**Run 1: clock network drawn from the DEF**

Scale: 6 px per um.
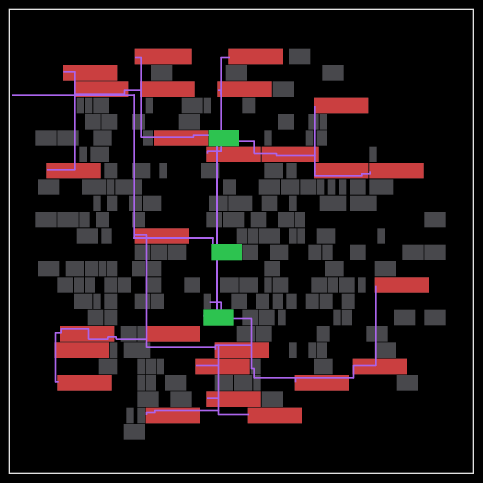
**Run 1: placed cells, one colour a class**

Scale: 4 px per um.
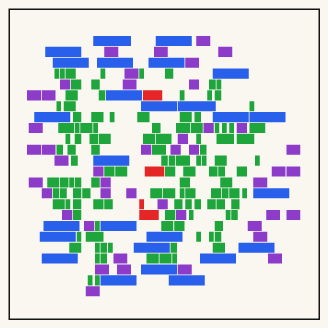
**Run 1: I/O nets highlighted**

Scale: 6 px per um.
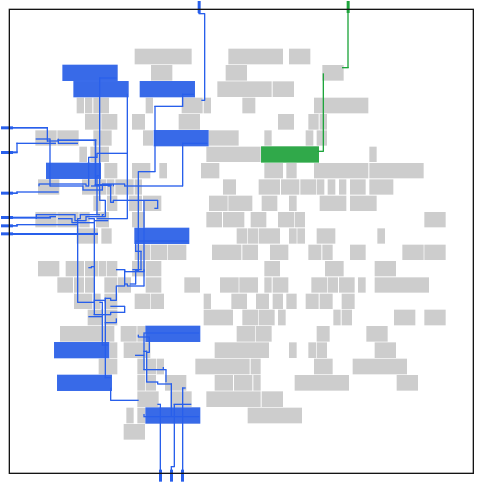
**src/rtl/vga_timing_pkg.sv**
```systemverilog
// vga_timing_pkg
//   Shared raster timing constants for the VGA timing generator and for the
//   pixel-source blocks that need to know the visible area.
//   - VGA640_*  : 640x480@60 (25.175 MHz pixel clock), negative syncs
//   - SVGA800_* : 800x600@60 (40 MHz pixel clock), positive syncs
//   seg_total() sums the four segments of one axis.
package vga_timing_pkg;

    localparam int unsigned VGA640_H_VISIBLE  = 640;
    localparam int unsigned VGA640_H_FRONT    = 16;
    localparam int unsigned VGA640_H_SYNC     = 96;
    localparam int unsigned VGA640_H_BACK     = 48;
    localparam int unsigned VGA640_V_VISIBLE  = 480;
    localparam int unsigned VGA640_V_FRONT    = 10;
    localparam int unsigned VGA640_V_SYNC     = 2;
    localparam int unsigned VGA640_V_BACK     = 33;
    localparam bit          VGA640_HSYNC_ACT  = 1'b0;
    localparam bit          VGA640_VSYNC_ACT  = 1'b0;

    localparam int unsigned SVGA800_H_VISIBLE = 800;
    localparam int unsigned SVGA800_H_FRONT   = 40;
    localparam int unsigned SVGA800_H_SYNC    = 128;
    localparam int unsigned SVGA800_H_BACK    = 88;
    localparam int unsigned SVGA800_V_VISIBLE = 600;
    localparam int unsigned SVGA800_V_FRONT   = 1;
    localparam int unsigned SVGA800_V_SYNC    = 4;
    localparam int unsigned SVGA800_V_BACK    = 23;
    localparam bit          SVGA800_HSYNC_ACT = 1'b1;
    localparam bit          SVGA800_VSYNC_ACT = 1'b1;

    function automatic int unsigned seg_total(input int unsigned visible,
                                              input int unsigned front,
                                              input int unsigned sync,
                                              input int unsigned back);
        return visible + front + sync + back;
    endfunction

endpackage

```
**src/rtl/vga_pixel_prescaler.sv**
```systemverilog
// vga_pixel_prescaler
//   Divides the system clock into a one-clock pixel strobe.
//   Ports:
//     clk      - system clock
//     reset    - asynchronous active-high reset (prescaler to 0)
//     enable   - low holds the prescaler count and suppresses the strobe
//     pixel_en - high for one clock in every CLK_DIV enabled clocks
module vga_pixel_prescaler #(
    parameter int unsigned CLK_DIV = 2
) (
    input  logic clk,
    input  logic reset,
    input  logic enable,
    output logic pixel_en
);

    localparam int unsigned    PW     = (CLK_DIV > 1) ? $clog2(CLK_DIV) : 1;
    localparam logic [PW-1:0]  P_LAST = PW'(CLK_DIV - 1);

    logic [PW-1:0] p;

    // Combinational from p so the counters advance in the same clock the
    // strobe is seen; with CLK_DIV=1 p stays 0 and the strobe equals enable.
    assign pixel_en = enable && (p == P_LAST);

    always_ff @(posedge clk or posedge reset) begin
        if (reset) begin
            p <= '0;
        end else if (enable) begin
            p <= (p == P_LAST) ? '0 : p + 1'b1;
        end
    end

endmodule

```
**src/rtl/vga_timing_gen.sv**
```systemverilog
// vga_timing_gen
//   Parametrised raster timing generator: pixel strobe, x/y counters, sync,
//   blank and line/frame start pulses.
//   Ports:
//     clk         - system clock, all logic on the rising edge
//     reset       - asynchronous active-high reset
//     enable      - low freezes prescaler, counters and outputs
//     pixel_en    - one-clock strobe, the clock in which x/y advance
//     x, y        - current raster position
//     hsync/vsync - registered syncs, active level set by *SYNC_ACTIVE
//     blank       - high outside the visible area
//     line_start  - one clock after the edge where x wraps to 0
//     frame_start - one clock after the edge where x and y wrap to 0
module vga_timing_gen
    import vga_timing_pkg::*;
#(
    parameter int unsigned CLK_DIV      = 2,
    parameter int unsigned H_VISIBLE    = VGA640_H_VISIBLE,
    parameter int unsigned H_FRONT      = VGA640_H_FRONT,
    parameter int unsigned H_SYNC       = VGA640_H_SYNC,
    parameter int unsigned H_BACK       = VGA640_H_BACK,
    parameter int unsigned V_VISIBLE    = VGA640_V_VISIBLE,
    parameter int unsigned V_FRONT      = VGA640_V_FRONT,
    parameter int unsigned V_SYNC       = VGA640_V_SYNC,
    parameter int unsigned V_BACK       = VGA640_V_BACK,
    parameter bit          HSYNC_ACTIVE = VGA640_HSYNC_ACT,
    parameter bit          VSYNC_ACTIVE = VGA640_VSYNC_ACT,
    parameter int unsigned X_WIDTH      = 10,
    parameter int unsigned Y_WIDTH      = 10
) (
    input  logic               clk,
    input  logic               reset,
    input  logic               enable,
    output logic               pixel_en,
    output logic [X_WIDTH-1:0] x,
    output logic [Y_WIDTH-1:0] y,
    output logic               hsync,
    output logic               vsync,
    output logic               blank,
    output logic               line_start,
    output logic               frame_start
);

    localparam int unsigned H_TOTAL = seg_total(H_VISIBLE, H_FRONT, H_SYNC, H_BACK);
    localparam int unsigned V_TOTAL = seg_total(V_VISIBLE, V_FRONT, V_SYNC, V_BACK);
    localparam int unsigned CW      = ((X_WIDTH > Y_WIDTH) ? X_WIDTH : Y_WIDTH) + 1;

    localparam logic [X_WIDTH-1:0] X_LAST   = X_WIDTH'(H_TOTAL - 1);
    localparam logic [Y_WIDTH-1:0] Y_LAST   = Y_WIDTH'(V_TOTAL - 1);
    localparam logic [CW-1:0]      H_VIS_C  = CW'(H_VISIBLE);
    localparam logic [CW-1:0]      HS_START = CW'(H_VISIBLE + H_FRONT);
    localparam logic [CW-1:0]      HS_END   = CW'(H_VISIBLE + H_FRONT + H_SYNC);
    localparam logic [CW-1:0]      V_VIS_C  = CW'(V_VISIBLE);
    localparam logic [CW-1:0]      VS_START = CW'(V_VISIBLE + V_FRONT);
    localparam logic [CW-1:0]      VS_END   = CW'(V_VISIBLE + V_FRONT + V_SYNC);

    logic [X_WIDTH-1:0] next_x;
    logic [Y_WIDTH-1:0] next_y;
    logic [CW-1:0]      nx;
    logic [CW-1:0]      ny;
    logic               x_wrap;
    logic               y_wrap;
    logic               in_hs;
    logic               in_vs;
    logic               in_blank;

    vga_pixel_prescaler #(
        .CLK_DIV (CLK_DIV)
    ) u_prescaler (
        .clk      (clk),
        .reset    (reset),
        .enable   (enable),
        .pixel_en (pixel_en)
    );

    always_comb begin
        next_x = x;
        next_y = y;
        x_wrap = (x == X_LAST);
        y_wrap = (y == Y_LAST);
        if (pixel_en) begin
            if (x_wrap) begin
                next_x = '0;
                next_y = y_wrap ? '0 : y + 1'b1;
            end else begin
                next_x = x + 1'b1;
            end
        end
    end

    // Decode from the next position so sync/blank register on the same edge
    // as the counters; without a strobe next == current and they hold.
    always_comb begin
        nx       = CW'(next_x);
        ny       = CW'(next_y);
        in_hs    = (nx >= HS_START) && (nx < HS_END);
        in_vs    = (ny >= VS_START) && (ny < VS_END);
        in_blank = (nx >= H_VIS_C) || (ny >= V_VIS_C);
    end

    always_ff @(posedge clk or posedge reset) begin
        if (reset) begin
            x           <= '0;
            y           <= '0;
            hsync       <= ~HSYNC_ACTIVE;
            vsync       <= ~VSYNC_ACTIVE;
            blank       <= 1'b0;
            line_start  <= 1'b0;
            frame_start <= 1'b0;
        end else begin
            x           <= next_x;
            y           <= next_y;
            hsync       <= in_hs ? HSYNC_ACTIVE : ~HSYNC_ACTIVE;
            vsync       <= in_vs ? VSYNC_ACTIVE : ~VSYNC_ACTIVE;
            blank       <= in_blank;
            line_start  <= pixel_en && x_wrap;
            frame_start <= pixel_en && x_wrap && y_wrap;
        end
    end

endmodule
```
**config.mk**
```make
export PLATFORM = sky130hd
export DESIGN_NAME = vga_timing_gen
export DESIGN_NICKNAME = d
export VERILOG_FILES = /design/src/rtl/vga_timing_pkg.sv /design/src/rtl/vga_pixel_prescaler.sv /design/src/rtl/vga_timing_gen.sv
export SDC_FILE = /design/constraint.sdc
export NUM_CORES = 1
export LEC_CHECK = 0
export CORE_MARGIN = 4
export CORE_UTILIZATION = 30
export DETAILED_ROUTE_END_ITERATION = 8
export PLACE_DENSITY_LB_ADDON = 0.12
export SLEW_MARGIN = 5
export SYNTH_ARGS = -nofsm -noshare
export SYNTH_HDL_FRONTEND = slang
export SYNTH_SLANG_ARGS = --single-unit
```
**constraint.sdc**
```tcl
create_clock -name clk -period 2.6 [get_ports clk]
set_clock_uncertainty 0.15 [all_clocks]
set_input_delay 0.39 -clock clk [delete_from_list [all_inputs] [get_ports clk]]
set_output_delay 0.39 -clock clk [all_outputs]
set_load 0.01 [all_outputs]
```
==> impl_metrics.py, run 1 <==
# Generated from Yosys and OpenROAD reports
metrics = {
    "power_and_ir_drop": {
        "p_total_w": 0.00100,
        "pwr-share-seq": 0.499,
        "pg_clk_w": 0.000240,
        "vdd_ir_drop_max_v": 0.000377,
        "comb_power_w": 0.000264,
        "p_clk_frac": 0.239,
        "intPower_w": 0.000691,
        "power.density_nw_per_um2": 522,
        "maxPowerGroup": "registers",
        "leakagePower_nw": 0.821,
        "seq-power_w": 0.000501,
        "netSwitchingFraction": 0.312,
    },
    "place": {
        "io_buffers": 28,
        "placed_area_um2": 1880,
        "dp_worst_setup_slack_ps": -22.8,
        "place_congestion": 0.903,
    },
    "grt": {
        "grt_max_degree": 17,
        "grt_pass1_wl_um": 6640,
        "grtUsageTotal": 0.140,
        "grt-busiest-layer": "met2",
        "grt_use_met2": 0.239,
        "met1_usage": 0.172,
        "antenna_found_initial": 0,
    },
    "clock_tree": {
        "root_buffer": "clkbuf_8",
        "clock_sinks": 26,
        "cts_tree": "yes",
        "clock_latency_ps": 280,
        "clk_pin_slew_worst_paths_ps": 100,
        "clk_path_buf_depth": 2,
        "htree_levels": 1,
        "post_cts_buffers": 0,
        "numCtsBuffers": 3,
        "cts_repair_resize_count": 0,
    },
    "worst_setup_path": {
        "crit_cells": 6,
        "reg2reg_from": "x[5]",
        "crit_buf_inv": 1,
        "r2r_end": "vsync",
        "path_cells": "or3_4 > or4_1 > buf_4 > nor4_1 > o221a_1 > o2111ai_1",
        "cp.required_ps": 2630,
        "crit_fanout": 7,
        "cp_slowest_cell": "or4_1",
        "crit_type": "flip-flop to flip-flop",
        "cp.arrival_ps": 2470,
        "critPathTopFamily": "simple AND/OR/NAND/NOR gates",
        "reg2reg_depth": 6,
        "worstSetupStartpointType": "flip-flop",
        "end_kind": "flip-flop",
    },
    "final_timing": {
        "grt_setup_unrepaired": "no",
        "max_slew_margin": 0.594,
        "tns_ps": 0,
        "tightest_slew_ps": 609,
        "hold_violations": 0,
        "fin_crit_sh": 0.940,
        "fin_ws_ps": 157,
        "fin_crit_ps": 2440,
        "timing.fmax_mhz": 409,
        "final_max_slew_viol_count": 0,
        "setup_viol_count_final": 0,
    },
    "route": {
        "wl_met1_um": 1730,
        "drtPass1Iterations": 4,
        "drtIter0Drc": 66,
        "vias": 1346,
        "via_per_inst": 5.43,
        "wl_met3_um": 177,
        "ant_nets": 0,
        "met2_length_um": 1980,
        "drt-total-wl_um": 3960,
    },
    "finish": {
        "reg_top3": "x x10, y x10",
        "drive_above_1_share": 0.158,
        "comb_share": 0.368,
        "regArea_um2": 653,
        "nets": 203,
        "fillers": 441,
        "finalNonFillerCells": 248,
        "lay_top_count": "clkdlybuf4s50_1",
        "clock_area_frac": 0.0234,
        "logic_area_um2": 709,
        "final_layout_top_logic_cells": "clkdlybuf4s50_1, dfrtp_1, nand2_1",
        "inverters": 12,
        "fin_area_um2": 1930,
        "post-route-util": 0.430,
        "clockBufferCount": 4,
        "syn2layout_area_growth_pct": 34.4,
        "num-nonclk-buffers": 45,
        "nonClkBufAreaFrac": 0.212,
        "largestClassByArea": "combinational gates",
    },
    "floorplan": {
        "num_rows": 24,
        "fp.dieArea_um2": 5950,
        "die_x_um": 77.1,
        "die_h_um": 77.1,
        "fp_util": 0.320,
    },
    "logic_synthesis": {
        "synthDominantCellAreaShare": 0.419,
        "yosysWarnings": 0,
        "syn_inst": 150,
        "fa_ha_area_frac": 0.0262,
        "ys_seq_frac": 0.456,
        "edf_count": 0,
        "yosysTopAreaCell": "dfrtp_1",
        "ys_cells": 150,
        "flop_cell": "dfrtp_1",
        "floorplan.nets": 156,
        "ys_types": 44,
        "ys_area_um2": 1430,
        "numSynthFlops": 26,
        "async_reset_ff_frac": 1.00,
        "xor_share": 0.0672,
        "synth_simple_gate_area_share": 0.274,
        "topCellsByArea": "dfrtp_1, nand2_1, dfstp_2",
        "yosysMostFrequentCell": "dfrtp_1",
    },
    "run_status": {
        "status": "finished clean",
    },
    "hold_path": {
        "hold_class": "input pin to asynchronous set/reset pin",
    },
    "run": {
        "cap_violations": 0,
        "warnings": 27,
    },
}
Back to the opening pictures, 'clock network drawn from the DEF':
Key: purple = clock wires [length 375 um]; red = flip-flops [count 26]; green = clock-net drivers [count 3]
There are 4 routed clock nets.

Back to the opening pictures, 'placed cells, one colour a class':
Key: green = remaining logic cells [cells 121, share of their area 41%]; blue = registers [cells 26, share of their area 35%]; purple = remaining buffers and delay cells [cells 45, share of their area 22%]; red = clock drivers and dummy loads [cells 4, share of their area 2.4%]

Back to the opening pictures, 'I/O nets highlighted':
Key: blue = x [bits 10, direction output, edge 6 left, 3 bottom, 1 top, end cells 10, buffers 12, wire 526 um]; green = vsync [bits 1, direction output, edge top, end cells 1, buffers 1, wire 24.1 um]

**Run 1: clock wiring as the flow saved it**

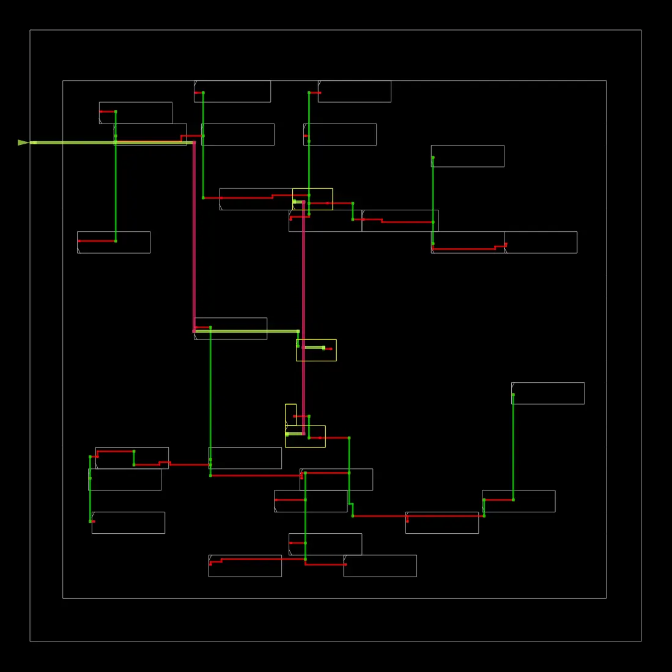

## Run 2: what changed since run 1
--- a/config.mk
+++ b/config.mk
@@ -8,6 +8,7 @@
 export CORE_MARGIN = 4
 export CORE_UTILIZATION = 30
 export DETAILED_ROUTE_END_ITERATION = 8
+export GPL_TIMING_DRIVEN = 0
 export PLACE_DENSITY_LB_ADDON = 0.12
 export SLEW_MARGIN = 5
 export SYNTH_ARGS = -nofsm -noshare
==> constraint.sdc (replaced) <==
create_clock -name clk -period 2.6 [get_ports clk]
set_clock_uncertainty 0.15 [all_clocks]
set_input_delay 0.39 -clock clk [delete_from_list [all_inputs] [get_ports clk]]
set_output_delay 0.39 -clock clk [all_outputs]
set_load 0.05 [all_outputs]
**Run 2: clock wiring as the flow saved it**

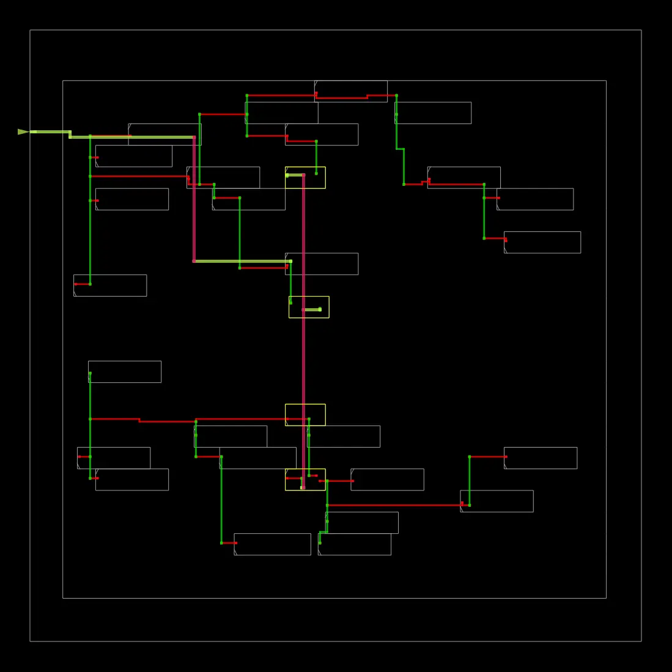
Sink Count: 26
CTS Buf Count: 3
Clk power: 0.000265 W

==> impl_metrics.py, run 2 <==
# Generated from Yosys and OpenROAD reports
metrics = {
    "power_and_ir_drop": {
        "netSwitchingFraction": 0.382,
        "intPower_w": 0.000705,
        "leakagePower_nw": 0.772,
        "p_clk_frac": 0.232,
        "vdd_ir_drop_max_v": 0.000403,
        "p_total_w": 0.00114,
        "pwr-share-seq": 0.461,
        "comb_power_w": 0.000350,
        "maxPowerGroup": "registers",
        "seq-power_w": 0.000526,
    },
    "finish": {
        "num-nonclk-buffers": 31,
        "regArea_um2": 658,
        "finalNonFillerCells": 234,
        "comb_share": 0.394,
        "largestClassByArea": "combinational gates",
        "inverters": 12,
        "lay_top_count": "clkdlybuf4s50_1",
        "drive_above_1_share": 0.137,
        "reg_top3": "x x10, y x10",
        "final_layout_top_logic_cells": "clkdlybuf4s50_1, dfrtp_1, nand2_1",
        "fin_area_um2": 1860,
        "nonClkBufAreaFrac": 0.163,
        "syn2layout_area_growth_pct": 29.9,
        "logic_area_um2": 733,
        "post-route-util": 0.416,
        "nets": 189,
        "clockBufferCount": 4,
        "clock_area_frac": 0.0296,
        "fillers": 432,
    },
    "grt": {
        "grtUsageTotal": 0.130,
        "grt_max_degree": 27,
        "grt-busiest-layer": "met2",
        "grt_use_met2": 0.205,
        "grt_pass1_wl_um": 6180,
        "met1_usage": 0.173,
        "antenna_found_initial": 0,
    },
    "place": {
        "place_congestion": 0.862,
        "placed_area_um2": 1780,
        "dp_worst_setup_slack_ps": -436,
        "io_buffers": 28,
    },
    "clock_tree": {
        "cts_repair_resize_count": 4,
        "root_buffer": "clkbuf_8",
        "clock_latency_ps": 270,
        "htree_levels": 1,
        "hold_buffers": 0,
        "cts_tree": "yes",
        "clk_pin_slew_worst_paths_ps": 90,
        "clk_path_buf_depth": 2,
    },
    "final_timing": {
        "fin_crit_sh": 0.955,
        "setup_viol_count_final": 0,
        "fin_ws_ps": 118,
        "grt_setup_unrepaired": "yes",
        "tns_ps": 0,
        "hold_violations": 0,
        "tightest_slew_ps": 1000,
        "fin_crit_ps": 2480,
        "timing.fmax_mhz": 403,
    },
    "logic_synthesis": {
        "flop_cell": "dfrtp_1",
        "ys_area_um2": 1430,
        "synthDominantCellAreaShare": 0.419,
        "edf_count": 0,
        "numSynthFlops": 26,
        "ys_seq_frac": 0.456,
        "yosysTopAreaCell": "dfrtp_1",
        "ys_types": 44,
        "mux_area_frac": 0.00786,
        "yosysMostFrequentCell": "dfrtp_1",
        "floorplan.nets": 156,
        "ys_cells": 150,
        "topCellsByArea": "dfrtp_1, nand2_1, dfstp_2",
        "async_reset_ff_frac": 1.00,
        "syn_inst": 150,
    },
    "run_status": {
        "status": "finished clean",
    },
    "route": {
        "wl_met1_um": 1730,
        "met2_length_um": 1780,
        "drtPass1Iterations": 4,
        "vias": 1271,
        "via_per_inst": 5.43,
        "drtIter0Drc": 108,
        "ant_nets": 0,
        "drt-total-wl_um": 3730,
    },
    "worst_setup_path": {
        "crit_cells": 6,
        "crit_fanout": 9,
        "reg2reg_from": "x[5]",
        "end_kind": "flip-flop",
        "cp_slowest_cell": "dfrtp_1",
        "worstSetupStartpointType": "flip-flop",
        "path_cells": "or3_4 > or4_1 > buf_2 > o311a_1 > o221ai_1 > o311ai_1",
        "critPathTopFamily": "simple AND/OR/NAND/NOR gates",
        "crit_type": "flip-flop to flip-flop",
        "crit_buf_inv": 1,
        "cp.arrival_ps": 2470,
        "reg2reg_depth": 6,
    },
    "floorplan": {
        "fp_util": 0.320,
        "die_h_um": 77.1,
        "die_x_um": 77.1,
        "num_rows": 24,
        "fp.dieArea_um2": 5950,
    },
    "hold_path": {
        "hold_class": "input pin to flip-flop",
    },
    "run": {
        "cap_violations": 0,
        "warnings": 28,
    },
}
No activity file was given, so power comes from the tool's default toggle rates.
